### Cell density map, run 1

9 x 9 tiles, from white (low) to dark blue (high), 0 to 100% covered.
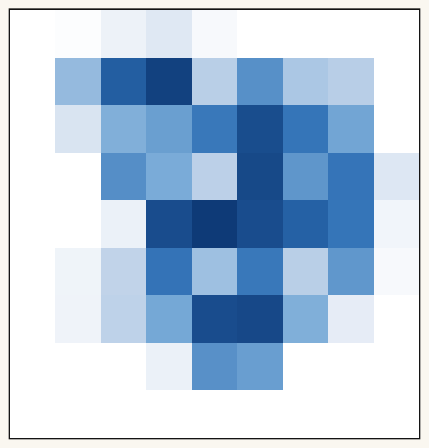
### Sizing map, run 1

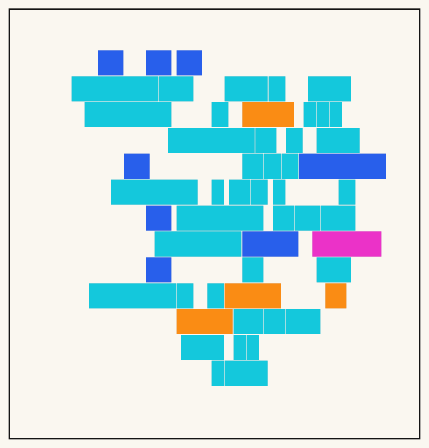
### A small window of the routed layout, run 1

Window x 22 to 42, y 24 to 44 µm. Cells in grey, sequential cells in the stronger grey; small squares are vias.
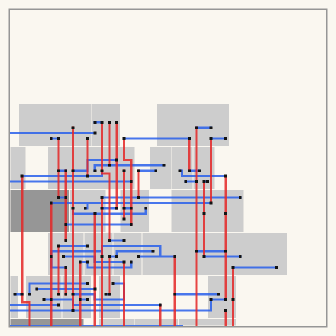
### Placed cells, one colour a class, run 1

Scale bar: 10 µm. Fill, decap, tap and diode cells in grey.
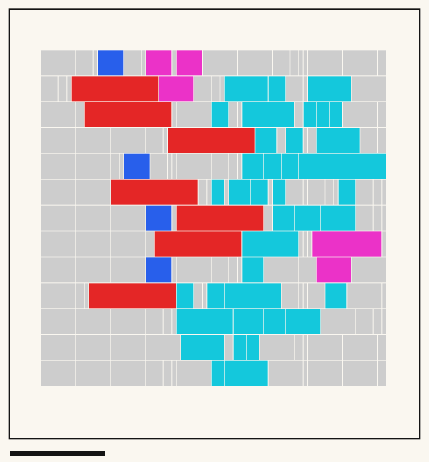
## src/rtl/pulse_stretcher_if.sv

```systemverilog
// Lane bundle for pulse_stretcher: event pulses in, stretched levels and status out.
interface pulse_stretcher_if #(
    parameter int WIDTH = 1
);
    logic [WIDTH-1:0] pulse_in;
    logic [WIDTH-1:0] level_out;
    logic [WIDTH-1:0] busy;
    logic [WIDTH-1:0] overflow;

    modport master (output pulse_in, input level_out, busy, overflow);
    modport slave  (input pulse_in, output level_out, busy, overflow);
endinterface

```

## src/rtl/pulse_stretcher.sv

```systemverilog
// Per-lane pulse-to-level stretcher with minimum high time, minimum low gap and a one-deep event queue.
// Define PULSE_STRETCHER_RETRIGGER_EN to let pulses during the high phase extend it instead of queueing.
module pulse_stretcher #(
    parameter int WIDTH       = 1,
    parameter int HIGH_CYCLES = 4,
    parameter int GAP_CYCLES  = 2
) (
    input logic              clk,
    input logic              async_nreset,
    pulse_stretcher_if.slave bus
);
    localparam int MAX_CYCLES = (HIGH_CYCLES > GAP_CYCLES) ? HIGH_CYCLES : GAP_CYCLES;
    localparam int CNT_W      = (MAX_CYCLES > 1) ? $clog2(MAX_CYCLES) : 1;
    localparam logic [CNT_W-1:0] HIGH_LOAD = CNT_W'(HIGH_CYCLES - 1);
    localparam logic [CNT_W-1:0] GAP_LOAD  = CNT_W'(GAP_CYCLES - 1);

    typedef enum logic [1:0] {
        IDLE = 2'd0,
        HIGH = 2'd1,
        GAP  = 2'd2
    } state_t;

    state_t           state_q [WIDTH];
    state_t           state_d [WIDTH];
    logic [CNT_W-1:0] cnt_q   [WIDTH];
    logic [CNT_W-1:0] cnt_d   [WIDTH];
    logic [WIDTH-1:0] pending_q, pending_d;
    logic [WIDTH-1:0] level_q, level_d;
    logic [WIDTH-1:0] overflow_q, overflow_d;
    logic [WIDTH-1:0] busy;

    always_ff @(posedge clk or negedge async_nreset) begin
        if (!async_nreset) begin
            for (int i = 0; i < WIDTH; i++) begin
                state_q[i] <= IDLE;
                cnt_q[i]   <= '0;
            end
            pending_q  <= '0;
            level_q    <= '0;
            overflow_q <= '0;
        end else begin
            for (int i = 0; i < WIDTH; i++) begin
                state_q[i] <= state_d[i];
                cnt_q[i]   <= cnt_d[i];
            end
            pending_q  <= pending_d;
            level_q    <= level_d;
            overflow_q <= overflow_d;
        end
    end

    always_comb begin
        pending_d  = pending_q;
        overflow_d = '0;
        level_d    = '0;
        for (int i = 0; i < WIDTH; i++) begin
            state_d[i] = state_q[i];
            cnt_d[i]   = cnt_q[i];
            case (state_q[i])
                IDLE: begin
                    if (bus.pulse_in[i]) begin
                        state_d[i] = HIGH;
                        cnt_d[i]   = HIGH_LOAD;
                    end
                end
                HIGH: begin
                    if (cnt_q[i] != '0) begin
                        cnt_d[i] = cnt_q[i] - 1'b1;
                    end else begin
                        state_d[i] = GAP;
                        cnt_d[i]   = GAP_LOAD;
                    end
`ifdef PULSE_STRETCHER_RETRIGGER_EN
                    if (bus.pulse_in[i]) begin
                        state_d[i] = HIGH;
                        cnt_d[i]   = HIGH_LOAD;
                    end
`else
                    if (bus.pulse_in[i]) begin
                        if (pending_q[i]) overflow_d[i] = 1'b1;
                        else              pending_d[i]  = 1'b1;
                    end
`endif
                end
                GAP: begin
                    if (cnt_q[i] != '0) begin
                        cnt_d[i] = cnt_q[i] - 1'b1;
                        if (bus.pulse_in[i]) begin
                            if (pending_q[i]) overflow_d[i] = 1'b1;
                            else              pending_d[i]  = 1'b1;
                        end
                    end else if (pending_q[i] || bus.pulse_in[i]) begin
                        state_d[i] = HIGH;
                        cnt_d[i]   = HIGH_LOAD;
                        // Queued event launches now; a pulse arriving alongside it takes its place in the queue.
                        pending_d[i] = pending_q[i] & bus.pulse_in[i];
                    end else begin
                        state_d[i] = IDLE;
                    end
                end
                default: begin
                    state_d[i] = IDLE;
                    cnt_d[i]   = '0;
                end
            endcase
            level_d[i] = (state_d[i] == HIGH);
        end
    end

    always_comb begin
        busy = '0;
        for (int i = 0; i < WIDTH; i++) begin
            busy[i] = (state_q[i] != IDLE) | pending_q[i];
        end
    end

    assign bus.level_out = level_q;
    assign bus.busy      = busy;
    assign bus.overflow  = overflow_q;
endmodule

```

## src/flat_wrapper.sv

```systemverilog
// flat-port wrapper written by rule: the top's interface ports become plain ports
module pulse_stretcher_flat 
#(
    parameter int WIDTH       = 1,
    parameter int HIGH_CYCLES = 4,
    parameter int GAP_CYCLES  = 2
)
  (clk, async_nreset, bus_pulse_in, bus_level_out, bus_busy, bus_overflow);
  pulse_stretcher_if #(.WIDTH(WIDTH)) bus_i ();
  input logic clk;
  input logic async_nreset;
  input wire logic [$bits(bus_i.pulse_in)-1:0] bus_pulse_in;
  output wire logic [$bits(bus_i.level_out)-1:0] bus_level_out;
  output wire logic [$bits(bus_i.busy)-1:0] bus_busy;
  output wire logic [$bits(bus_i.overflow)-1:0] bus_overflow;
  assign bus_i.pulse_in = bus_pulse_in;
  assign bus_level_out = bus_i.level_out;
  assign bus_busy = bus_i.busy;
  assign bus_overflow = bus_i.overflow;
  pulse_stretcher #(.WIDTH(WIDTH), .HIGH_CYCLES(HIGH_CYCLES), .GAP_CYCLES(GAP_CYCLES)) u_core (.clk(clk), .async_nreset(async_nreset), .bus(bus_i));
endmodule
```

## config.mk

```make
export PLATFORM = sky130hd
export DESIGN_NAME = pulse_stretcher_flat
export DESIGN_NICKNAME = d
export VERILOG_FILES = /design/src/rtl/pulse_stretcher_if.sv /design/src/rtl/pulse_stretcher.sv /design/src/flat_wrapper.sv
export SDC_FILE = /design/constraint.sdc
export NUM_CORES = 1
export LEC_CHECK = 0
export ABC_CLOCK_PERIOD_IN_PS = 1800
export CAP_MARGIN = 10
export CORE_AREA = 3 3 40 42
export CTS_BUF_LIST = sky130_fd_sc_hd__clkbuf_4 sky130_fd_sc_hd__clkbuf_8
export DETAILED_ROUTE_END_ITERATION = 10
export DIE_AREA = 0 0 43 45
export GPL_ROUTABILITY_DRIVEN = 0
export SYNTH_ARGS = -nofsm -noshare
export SYNTH_HDL_FRONTEND = slang
export SYNTH_SLANG_ARGS = --single-unit
```

## constraint.sdc

```tcl
create_clock -name clk -period 1.8 [get_ports clk]
set_clock_uncertainty 0.05 [all_clocks]
set_input_delay 0.36 -clock clk [delete_from_list [all_inputs] [get_ports clk]]
set_output_delay 0.36 -clock clk [all_outputs]
set_load 0.05 [all_outputs]
```

==> impl_summary.log, run 1 <==
[report] implementation figures
[metrics] YS chip area: 469 µm²
[metrics] number of sequential cells: 7
[metrics] core utilization at floorplan: 0.365
[metrics] pin count of the biggest net entering global routing: 9
[metrics] CTS hold repair buffers: 0
[metrics] Switching Share: 0.434
[metrics] count of fill cells added during filler insertion: between 100 and 150
[metrics] via/cell ratio: between 5 and 6
[metrics] Compound Share, Synth: 0.267
[metrics] synthesized-area fraction occupied by and/or/nand/nor cells: 0.144
[metrics] HPWL after detailed placement: approximately 650 µm
[metrics] max_slew headroom: 0.796
[metrics] Period minus WS final: around 1.7 ns
[metrics] Placed Cells: 65
[metrics] Dominant flop cell: sky130_fd_sc_hd__dfrtp_1
[metrics] category of the worst setup path launch point: register
[metrics] CP Data Arrival Time: roughly 1.3 ns
[metrics] most used cells in the layout excluding fill and tap cells: sky130_fd_sc_hd__inv_1, sky130_fd_sc_hd__dfrtp_1, sky130_fd_sc_hd__ha_1
[metrics] post-synthesis cell count: roughly 45
[metrics] cell internal power dissipation: 0.000601 W
[metrics] top power consumer group: combinational cells
[metrics] nature of the critical path endpoint: output pin
[metrics] die outline width: ~43 µm
[metrics] initial antenna violation count: 0
[metrics] Remaining Overflow, GRT: 0
[metrics] count of inverters not on the clock network in the layout: 7
[metrics] CTS tree: done
[metrics] total power density per cell area: around 1800 mW/mm²
[metrics] logic share of the area: 0.479
[metrics] count of inserted antenna diode cells: 0
[metrics] buffers and inverters on the worst path: 2
[metrics] RSZ-0062 raised after global routing: false
[metrics] footprint of the flip-flops and latches: approximately 180 µm²
[metrics] Dominant comb cell: AND-OR/OR-AND gates
[metrics] mux cell area share after synthesis: 0
[metrics] cell area after synthesis: around 470 µm²
[metrics] share of power burned in registers: 0.264
[metrics] Die Ht: 45 µm
[metrics] total negative setup slack: 0 ns
[metrics] met2 wire len: 405 µm
[metrics] number of global-route vias before repair: 377
[metrics] Clock-cell share: 0.0513
[metrics] utilization after layout: 0.456
[metrics] setup slack after placement: about 0.13 ns
[metrics] buffer cell driving the clock tree root: sky130_fd_sc_hd__clkbuf_4
[metrics] final hold viol count: 0
[metrics] post-CTS clock slew at the launch and capture registers of the worst setup and hold paths: ~0.05 ns
[metrics] tightest hold margin: 0.321 ns
[metrics] multi-input combinational cell count: 31
[metrics] average footprint of a synthesized cell: ~10 µm²
[metrics] Regs by FF count: u_core.cnt_q: 2 flops, u_core.state_q: 2 flops
[metrics] post-place instance area: about 540 µm²
[metrics] result of the run: finished, final reports clean
[metrics] Worst Max-Slew Pin Slew: slightly above 0.3 ns
[metrics] final total power: around 0.0011 W
[metrics] cell family with most CP delay: flip-flops
[metrics] Top Metal Used: met3
[metrics] sequential cell power: between 0.0002 and 0.0003 W
[metrics] final non-filler cell area: roughly 590 µm²
[metrics] combinational power share: 0.595
[metrics] drt first pass iters: 3
[metrics] routed wirelength normalized by instance count: around 12 µm
[metrics] Fmax achieved: between 0.5 and 0.6 GHz
[metrics] count of nets left with antenna violations after detail routing: 0
[metrics] deepest clock path buffer count: 2
[metrics] count of yosys warnings during synthesis: 0
[metrics] final cell count without fillers: 69
[metrics] top area cells in the synthesized netlist: sky130_fd_sc_hd__dfrtp_1, sky130_fd_sc_hd__ha_1, sky130_fd_sc_hd__o41ai_2
[metrics] CP Max Fanout: 6
[metrics] number of synthesized register bits: 7
[metrics] Crit-path slowest cell: sky130_fd_sc_hd__dfrtp_1
[metrics] Detail Route met3 WL: approximately 21 µm
[metrics] final cycle utilization of the critical path: 0.929
[metrics] layer carrying the most global-route usage: met2
[metrics] Post-CTS Resized: 0
[metrics] worst hold path type: in -> async
[metrics] slowest stage delay, CP: roughly 0.42 ns
[metrics] All-Layer GR Usage: 0.110
[metrics] total combinational power: 0.000632 W
[metrics] fa+ha+maj area frac: 0.160
[metrics] switching power of the nets: 0.000461 W
[metrics] DRT Wirelength: 840 µm
[metrics] Sinks on Clock Net: 7
[metrics] count of input and output buffers: 5
[metrics] routing usage on met3: 0.0279
Back to the opening pictures, 'Cell density map':
The fullest tile reaches 96%. 12% of the tiles are over 75% full. The densest ninth of the die: middle. The emptiest ninth of the die: bottom left. The mean over all tiles is 29%.

Back to the opening pictures, 'Sizing map':
Cyan marks _0 and _1 cells, cells 41, share 76%. Blue marks _3 and _4 cells, cells 8, share 15%, most used clkbuf_4. Orange marks _2 cells, cells 4, share 7.4%, most used o41ai_2. Magenta marks _6 and larger, cells 1, share 1.9%, most used buf_12.
non-clock buffer count in the final layout: 5
min setup slack post-route: 0.127 ns
Syn-to-layout area delta: 24.8%

Back to the opening pictures, 'A small window of the routed layout':
Red marks metal 2. Blue marks metal 1.
Sequential cells in the window: 0. Most frequent: inv_1 (4), a21oi_1 (3), ha_1 (3). 19 logic cells have their middle in the window.

Back to the opening pictures, 'Placed cells, one colour a class':
Red marks sequential cells, cells 7, share of their area 31%. Blue marks clock drivers and dummy loads, cells 4, share of their area 5.3%. Magenta marks remaining buffers and delay cells, cells 5, share of their area 9.7%. Cyan marks combinational and other logic, cells 38, share of their area 54%.

## run 1: worst paths after layout
check,from,end,slack [ns],depth (start not counted)
hold reg to reg,u_core.cnt_q[1]$_DFFE_PN0P_,u_core.cnt_q[1]$_DFFE_PN0P_,0.50,2
min in group clk,u_core.cnt_q[1]$_DFFE_PN0P_,u_core.cnt_q[1]$_DFFE_PN0P_,0.50,2
setup / recovery,u_core.state_q[0]$_DFF_PN0_,bus_busy,0.13,4
setup reg to reg,u_core.state_q[0]$_DFF_PN0_,u_core.bus.level_out$_DFF_PN0_,0.19,5
max in group asynchronous,async_nreset,u_core.pending_q$_DFFE_PN0P_,1.15,1
hold / removal,async_nreset,u_core.bus.overflow$_DFF_PN0_,0.32,1
## Run 2: what changed since run 1
--- a/config.mk
+++ b/config.mk
@@ -12,6 +12,8 @@
 export DETAILED_ROUTE_END_ITERATION = 10
 export DIE_AREA = 0 0 43 45
 export GPL_ROUTABILITY_DRIVEN = 0
+export PLACE_DENSITY_LB_ADDON = 0.3
+export SETUP_SLACK_MARGIN = 0.2
 export SYNTH_ARGS = -nofsm -noshare
 export SYNTH_HDL_FRONTEND = slang
 export SYNTH_SLANG_ARGS = --single-unit
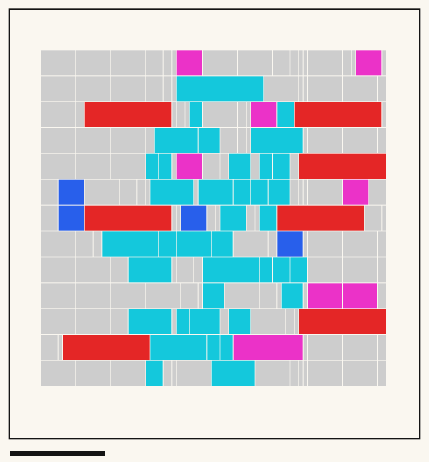
*Placed cells, one colour a class, run 2*
Scale bar: 10 µm. Fill, decap, tap and diode cells in grey.
Cyan marks combinational and other logic, cells 38, share of their area 52%. Magenta marks remaining buffers and delay cells, cells 8, share of their area 13%. Red marks sequential cells, cells 7, share of their area 30%. Blue marks clock drivers and dummy loads, cells 4, share of their area 5.1%.

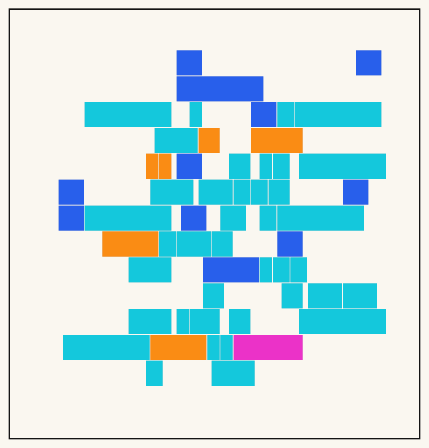
*Sizing map, run 2*
min setup slack post-route: 0.227 ns
final non-filler cell area: 608 µm²
Syn-to-layout area delta: 29.6%
non-clock buffer count in the final layout: 8

==> run 2 against run 1 <==
Effect of this change:
- die area stayed put
- cell count is 4.3% higher
- maximum frequency is 6.4% higher
- clock power is 5% higher
- combinational power is 11% higher
- first-iteration DRC count stayed put
- synthesized cell count stayed put
- global-route usage is 1.4 points higher
- wire length is 21% higher
- critical path depth stayed put
- total power is 6.9% higher
- non-clock buffer count is 3 higher
- critical path type unchanged
==> impl_summary.log, run 2 <==
[report] implementation figures
[metrics] sequential cell power: approximately 0.00028 W
[metrics] Remaining Overflow, GRT: 0
[metrics] Regs by FF count: u_core.cnt_q: 2 flops, u_core.state_q: 2 flops
[metrics] count of fill cells added during filler insertion: about 120
[metrics] count of inverters not on the clock network in the layout: 7
[metrics] buffers and inverters on the worst path: 2
[metrics] Compound Share, Synth: 0.267
[metrics] final total power: between 0.001 and 0.0015 W
[metrics] Sinks on Clock Net: 7
[metrics] footprint of the flip-flops and latches: between 150 and 200 µm²
[metrics] initial antenna violation count: 0
[metrics] R2R Path Start: u_core.state_q[1]$_DFF_PN0_
[metrics] Crit-path slowest cell: sky130_fd_sc_hd__dfrtp_1
[metrics] mux cell area share after synthesis: 0
[metrics] post-place instance area: approximately 540 µm²
[metrics] result of the run: finished, final reports clean
[metrics] via/cell ratio: 5.42
[metrics] Reg-to-Reg End: u_core.bus.level_out$_DFF_PN0_
[metrics] DRT Wirelength: 1020 µm
[metrics] Switching Share: 0.432
[metrics] buffer cell driving the clock tree root: sky130_fd_sc_hd__clkbuf_4
[metrics] count of inserted antenna diode cells: 0
[metrics] final cell count without fillers: a little over 70
[metrics] synthesized-area fraction occupied by and/or/nand/nor cells: 0.144
[metrics] most used cells in the layout excluding fill and tap cells: sky130_fd_sc_hd__dfrtp_1, sky130_fd_sc_hd__inv_1, sky130_fd_sc_hd__ha_1, sky130_fd_sc_hd__buf_4, sky130_fd_sc_hd__clkbuf_4
[metrics] utilization after layout: 0.473
[metrics] Placed Cells: 65
[metrics] cell area after synthesis: 469 µm²
[metrics] top power consumer group: combinational cells
[metrics] number of global-route vias before repair: ~380
[metrics] pin count of the biggest net entering global routing: 9
[metrics] post-CTS clock slew at the launch and capture registers of the worst setup and hold paths: approximately 0.05 ns
[metrics] count of yosys warnings during synthesis: 0
[metrics] switching power of the nets: 0.000491 W
[metrics] number of sequential cells: 7
[metrics] CTS hold repair buffers: 0
[metrics] final hold viol count: 0
[metrics] total power density per cell area: 1870 mW/mm²
[metrics] Period minus WS final: ~1.6 ns
[metrics] logic share of the area: 0.461
[metrics] die outline width: about 43 µm
[metrics] number of synthesized register bits: 7
[metrics] routed wirelength normalized by instance count: about 14 µm
[metrics] core utilization at floorplan: 0.365
[metrics] fa+ha+maj area frac: 0.160
[metrics] nature of the critical path endpoint: output pin
[metrics] Dominant comb cell: AND-OR/OR-AND gates
[metrics] top area cells in the synthesized netlist: sky130_fd_sc_hd__dfrtp_1, sky130_fd_sc_hd__ha_1, sky130_fd_sc_hd__o41ai_2
[metrics] multi-input combinational cell count: 31
[metrics] flop2flop setup slack: 0.29 ns
[metrics] drt first pass iters: 5
[metrics] R2R cell count: 6
[metrics] YS chip area: 469 µm²
[metrics] max_slew headroom: 0.759
[metrics] tightest hold margin: about 0.33 ns
[metrics] Worst Max-Slew Pin Slew: roughly 0.36 ns
[metrics] count of input and output buffers: 5
[run 2: cell counts after synthesis]
Identical to the previous run, type by type.
[run 2: timing repair]
| action | in CTS | in global routing |
|---|---|---|
| setup buffers | 2 | 1 |
| setup endpoints to repair | 1 | 3 |
| gates resized | 4 | 2 |
| pin swaps | 0 | 1 |
[run 2: routing by layer]
layer	up-vias	GRT usage	wire [µm]
met5	-	0	0
met4	0	0.0542	17
met3	4	0.0757	67
met2	9	0.198	492
met1	189	0.132	442
li1	188	-	-
[run 2: kinds of logic after synthesis]
kind of cell | Yosys count
buffers and inverters | 7
adder cells (fa/ha/maj) | 6
flip-flops | 7
AND/OR/NAND/NOR | 10
AND-OR/OR-AND | 15
### Placement view, run 2

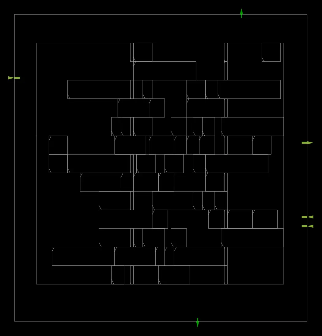

## Run 3: what changed since run 2
--- a/config.mk
+++ b/config.mk
@@ -12,6 +12,7 @@
 export DETAILED_ROUTE_END_ITERATION = 10
 export DIE_AREA = 0 0 43 45
 export GPL_ROUTABILITY_DRIVEN = 0
+export MAX_ROUTING_LAYER = met4
 export PLACE_DENSITY_LB_ADDON = 0.3
 export SETUP_SLACK_MARGIN = 0.2
 export SYNTH_ARGS = -nofsm -noshare
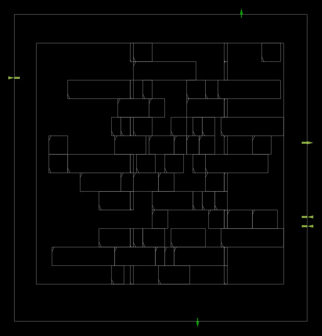
*Placement view, run 3*
count of fill cells added during filler insertion: 116
fraction of standard cell area that is sequential: 0.285
tap cell count: 15

==> run 3 against run 2 <==
Effect of this change:
- design area increased by 1.2%
- highest routed layer unchanged
- global-route usage is 0.46 points higher
- critical path depth unchanged
==> impl_summary.log, run 3 <==
[report] implementation figures
[metrics] final cell count without fillers: approximately 72
[metrics] CP Max Fanout: 6
[metrics] CTS tree: done
[metrics] number of synthesized register bits: 7
[metrics] end of the critical path: bus_busy
[metrics] result of the run: finished, final reports clean
[metrics] Sinks on Clock Net: 7
[metrics] count of input and output buffers: 5
[metrics] post-place instance area: between 500 and 600 µm²
[metrics] HPWL after detailed placement: slightly below 700 µm
[metrics] met2 usage in global routing: 0.198
[metrics] Crit-path slowest cell: sky130_fd_sc_hd__dfrtp_1
[metrics] category of the worst setup path launch point: register
[metrics] setup slack after placement: roughly 0.12 ns
[metrics] nature of the critical path endpoint: output pin
[metrics] RSZ-0062 raised after global routing: false
[metrics] sequential cell power: 0.000276 W
[metrics] via/cell ratio: roughly 5.3
[metrics] die outline width: approximately 43 µm
[metrics] Fmax achieved: about 0.65 GHz
[metrics] met1 layer usage reported by global route: 0.135
[metrics] combinational power share: 0.623
[metrics] R2R Path Start: u_core.state_q[1]$_DFF_PN0_
[metrics] total power density per cell area: 1870 mW/mm²
[metrics] drt first pass iters: 2
[metrics] count of inserted antenna diode cells: 0
[metrics] top power consumer group: combinational cells
[metrics] Regs by FF count: u_core.cnt_q: 2 flops, u_core.state_q: 2 flops
[metrics] buffers and inverters on the worst path: 2
[metrics] share of power burned in registers: 0.240
[metrics] switching power of the nets: ~0.0005 W
[metrics] total negative setup slack: 0 ns
[metrics] top area cells in the synthesized netlist: sky130_fd_sc_hd__dfrtp_1, sky130_fd_sc_hd__ha_1, sky130_fd_sc_hd__o41ai_2
[metrics] average footprint of a synthesized cell: approximately 10 µm²
[metrics] Worst Max-Slew Pin Slew: about 0.36 ns
[metrics] wire length the detailed router placed on met1: ~440 µm
[metrics] deepest clock path buffer count: 2
[metrics] final hold viol count: 0
[metrics] routed wirelength normalized by instance count: around 14 µm
[metrics] routing usage on met3: 0.0757
[metrics] core utilization at floorplan: 0.365
[metrics] tightest hold margin: 0.333 ns
[metrics] cell area after synthesis: between 400 and 500 µm²
[metrics] Period minus WS final: 1.54 ns
[metrics] DRT Wirelength: 1010 µm
[metrics] final cycle utilization of the critical path: 0.853
[metrics] Die Ht: ~45 µm
[metrics] worst hold path type: in -> async
[metrics] Switching Share: 0.434
[metrics] number of gates on the worst path with buffers counted: 4
[metrics] slowest stage delay, CP: 0.40 ns
[metrics] R2R cell count: 6
[metrics] count of nets left with antenna violations after detail routing: 0
[metrics] most used cells in the layout excluding fill and tap cells: sky130_fd_sc_hd__dfrtp_1, sky130_fd_sc_hd__inv_1, sky130_fd_sc_hd__ha_1, sky130_fd_sc_hd__buf_4, sky130_fd_sc_hd__clkbuf_4
[metrics] count of yosys warnings during synthesis: 0
[metrics] All-Layer GR Usage: 0.129
[metrics] timing startpoint of the critical path: u_core.state_q[1]$_DFF_PN0_
[metrics] min setup slack post-route: roughly 0.26 ns
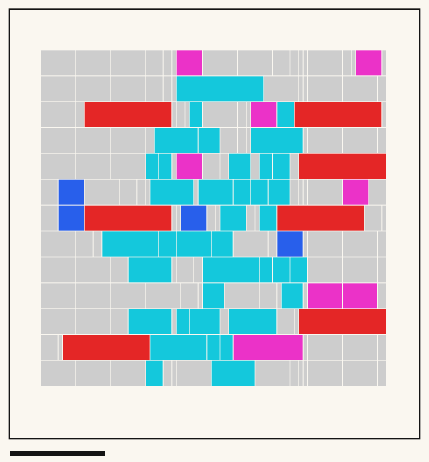
*Placed cells, one colour a class, run 3*
Scale bar: 10 µm. Fill, decap, tap and diode cells in grey.
utilization after layout: 0.479
total number of placement rows: 13
final non-filler cell area: 616 µm²

==> run 3: logic make-up after synthesis <==
family / share of synthesized area
DFF: 0.373
adders and majority gates: 0.160
buffers and inverters: 0.0560
AOI/OAI and AO/OA: 0.267
and+or+nand+nor: 0.144
==> run 3: timing repair <==
action	CTS	global route
pin swaps	0	1
setup buffers	2	1
endpoints found under the setup margin	1	3
gates resized	4	3
hold buffers	0	0
==> run 3: final cells by class <==
type | instances | area, µm² | share of cell area
Clock buffer | 4 | 30.0 | 0.0488
Inverter | 7 | 26.3 | 0.0427
Multi-Input combinational cell | 31 | 288 | 0.467
Sequential cell | 7 | 175 | 0.285
Tap cell | 15 | 18.8 | 0.0305
Timing Repair Buffer | 8 | 77.6 | 0.126
Power figures rest on the tool's default switching activity, not on a simulated workload.
